==> config.mk <==
export PLATFORM = sky130hd
export DESIGN_NAME = clock_switch_ctrl
export DESIGN_NICKNAME = d
export VERILOG_FILES = /design/src/rtl/clk_sw_pkg.sv /design/src/rtl/sync_edge_det.sv /design/src/rtl/clock_switch_ctrl.sv
export SDC_FILE = /design/constraint.sdc
export NUM_CORES = 1
export LEC_CHECK = 0
export ABC_AREA = 1
export CAP_MARGIN = 0
export CORE_ASPECT_RATIO = 1.1
export CORE_MARGIN = 3
export CORE_UTILIZATION = 40
export CTS_CLUSTER_SIZE = 24
export DETAILED_ROUTE_END_ITERATION = 16
export GPL_TIMING_DRIVEN = 0
export PLACE_DENSITY = 0.7
export SLEW_MARGIN = 20
export SYNTH_ARGS = -nofsm -noshare
export SYNTH_HDL_FRONTEND = slang
export SYNTH_SLANG_ARGS = --single-unit
==> constraint.sdc <==
create_clock -name clk -period 1.4 [get_ports clk]
set_input_delay 0.35 -clock clk [delete_from_list [all_inputs] [get_ports clk]]
set_output_delay 0.35 -clock clk [all_outputs]
set_load 0.02 [all_outputs]
Figure 1. Register map, names as in the netlist (run 1).
Scale bar: 20 um. Other sequential cells in the stronger grey, the rest of the logic in the fainter grey.
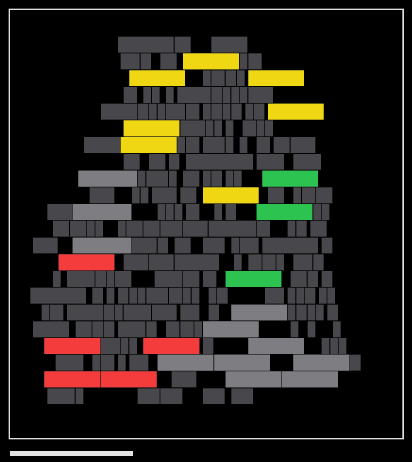
signal	colour	placed flops
settle_cnt_q	red	5
edge_cnt_q	green	3
win_cnt_q	yellow	7
Seq power: 1170 uW
final core occ: 59.3%
flop share of the area: 32.1%
register area: 654 um^2

Figure 2. Clock wiring as the flow saved it (run 1).
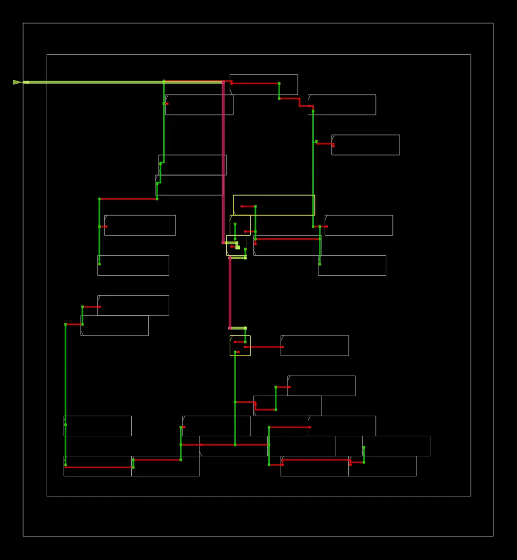
Insertion Delay late pin: 320 ps
seq_cells: 26

Figure 3. Signal metal coverage by tile (run 1).
The die is cut into 13 by 14 equal tiles; dark purple is low, yellow is high, scaled to the fullest tile. Values are wire area over tile area, all layers added.
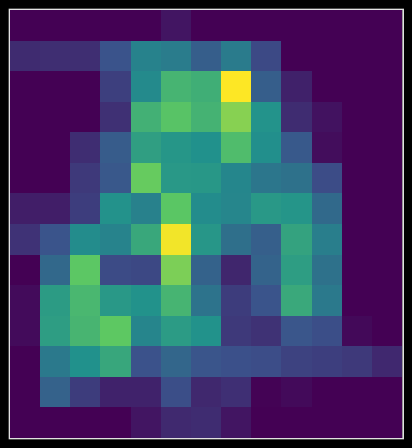
fullest tile	0.44
densest ninth of the die	centre
nearly empty tiles	33%
tiles over half the peak	21%
emptiest ninth of the die	north-east
mean over tiles	0.11
vias: 1287
Total Wirelength: 3110 um

==> summary.txt, run 1 <==
flow finished, numbers: status=finished with violations, violated checks=hold timing, setup timing, sequential area share after synthesis=44.3%, ys flop type=dfrtp_1, Final Hold Fails=13, crit path DRT=1050 ps, final cell count without fillers=263, Hold Slack=-4.29 ps, drt pass-1 iters=4, most used logic cell in the final layout=nand2_1, Worst-path clk slew=140 ps, Buffers on Ports=10, Buf+Inv Stages, Crit Path=2, placed insts=239, Worst Hold Class=input port to asynchronous set/reset pin, Final Critical Period=1590 ps, CP Launch Type=flop, Setup WS post-layout=-188 ps, final-report setup violation count=13, Clock Buffer Count=3, AND/OR/NAND/NOR Cells, Area Fraction=25.6%, R2R Setup Slk=-130 ps, wire per inst=11.8 um, Chip Width=63.8 um
[run 1: per-layer routing]
| metal | vias up | part of all wire (%) | track usage, % |
|---|---|---|---|
| met2 | 12 | 56 | 25.6 |
| met3 | 4 | 1.9 | 1.94 |
| met5 | - | 0 | 0 |
| li1 | 652 | - | - |
| met1 | 619 | 41 | 18.1 |
| met4 | 0 | 1.0 | 4.32 |
[run 1: where the power goes]
| part | total [uW] | switching (uW) | internal, uW |
|---|---|---|---|
| Combinational | 2580 | 1430 | 1160 |
| Clock | 510 | 221 | 289 |
| Sequential | 1170 | 209 | 965 |
==> inputs of run 2 (changes only) <==
--- a/config.mk
+++ b/config.mk
@@ -8,7 +8,7 @@
 export ABC_AREA = 1
 export CAP_MARGIN = 0
 export CORE_ASPECT_RATIO = 1.1
-export CORE_MARGIN = 3
+export CORE_MARGIN = 2
 export CORE_UTILIZATION = 40
 export CTS_CLUSTER_SIZE = 24
 export DETAILED_ROUTE_END_ITERATION = 16
==> constraint.sdc (replaced) <==
create_clock -name clk -period 1.4 [get_ports clk]
set_input_delay 0.35 -clock clk [delete_from_list [all_inputs] [get_ports clk]]
set_output_delay 0.35 -clock clk [all_outputs]
set_load 0.05 [all_outputs]
Figure 4. Register map, names as in the netlist (run 2).
Scale bar: 20 um. Other sequential cells in the stronger grey, the rest of the logic in the fainter grey.
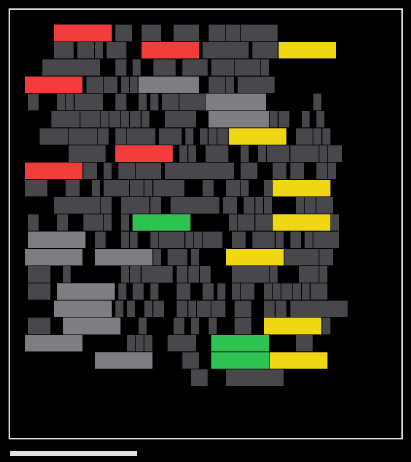
flop share of the area: 32.1%
Seq power: 1190 uW
final core occ: 57.1%

Figure 5. Signal metal coverage by tile (run 2).
The die is cut into 12 by 14 equal tiles; dark purple is low, yellow is high, scaled to the fullest tile. Values are wire area over tile area, all layers added.
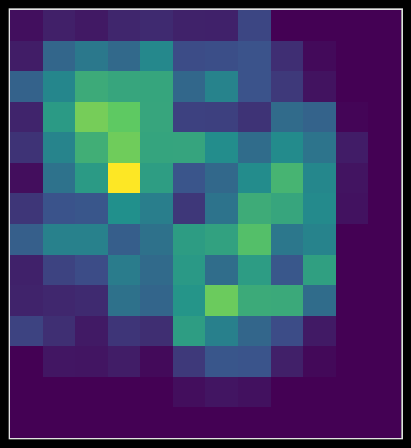
GR Util All Layers: 16.8%
Total Wirelength: 3170 um
vias: 1306
wire per inst: 12.1 um

Figure 6. Cell area per tile (run 2).
Scale bar: 20 um. The die is cut into 6 by 7 equal tiles; dark purple is low, yellow is high, 0 to 100% covered.
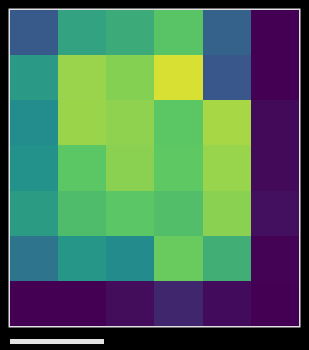
fullest tile	94%
nearly empty tiles	14%
mean over tiles	47%
FP Util: 41.2%
core area: 3570 um^2

==> summary.txt, run 2 <==
flow finished, numbers: global-route track usage on met1=20.3% (+2.2 points), most used logic cell in the final layout=nand2_1, Clock power frac=14.4% (+2.4 points), Setup WS post-layout=-176 ps (+12.4 ps), sw frac=45.0% (+1.5 points), register area=654 um^2 (unchanged), status=finished with violations, Clock Buffer Count=3 (unchanged), drt pass-1 iters=4 (unchanged), violated checks=setup timing, final cell count without fillers=263 (unchanged), seq_cells=26 (unchanged), GR Layer Usage met2=29.1% (+3.5 points), sequential area share after synthesis=44.3% (unchanged), Metal-1 WL=1370 um (+7.1%), Pwr top=combinational cells, Chip Width=61.8 um (-3.1%), routed wl met2=1700 um (-2.3%), Worst Hold Class=input port to asynchronous set/reset pin, final-report setup violation count=12 (-1), Buf+Inv Stages, Crit Path=2 (unchanged), met3 wire len=64 um (+6.7%), Worst-path clk slew=90 ps (-50 ps), Insertion Delay late pin=270 ps (-50 ps), M3 GR Usage=1.92% (-0.029 points), power share of the combinational group=58.3% (-2.2 points), crit path DRT=1050 ps (about the same), global route hottest layer=met2, Seq pwr share=27.3% (-0.2 points), Comb power=2540 uW (-2%)
[run 2: cell counts after synthesis]
Identical to the previous run, type by type.
[run 2: worst reg2reg max path, delay by kind of cell, from the launching register on]
| family | cells | cell delay (ps) |
|---|---|---|
| AND/OR/NAND/NOR | 5 | 410 |
| flip-flops | 1 | 430 |
| adder cells (fa/ha/maj) | 1 | 200 |
| buffers and inverters | 3 | 220 |
| AND-OR/OR-AND | 1 | 160 |
[run 2: logic make-up (layout without fill, tap and decap cells)]
group | after synthesis | count (layout) | share of synthesized area [%]
simple gates | 76 | 77 | 25.6
buf+inv | 38 | 69 | 9.71
compound gates | 29 | 29 | 11.7
flops | 26 | 26 | 44.3
fa+ha+maj | 6 | 6 | 5.11
xor+xnor | 6 | 6 | 3.58
Power and IR drop assume default switching activity.
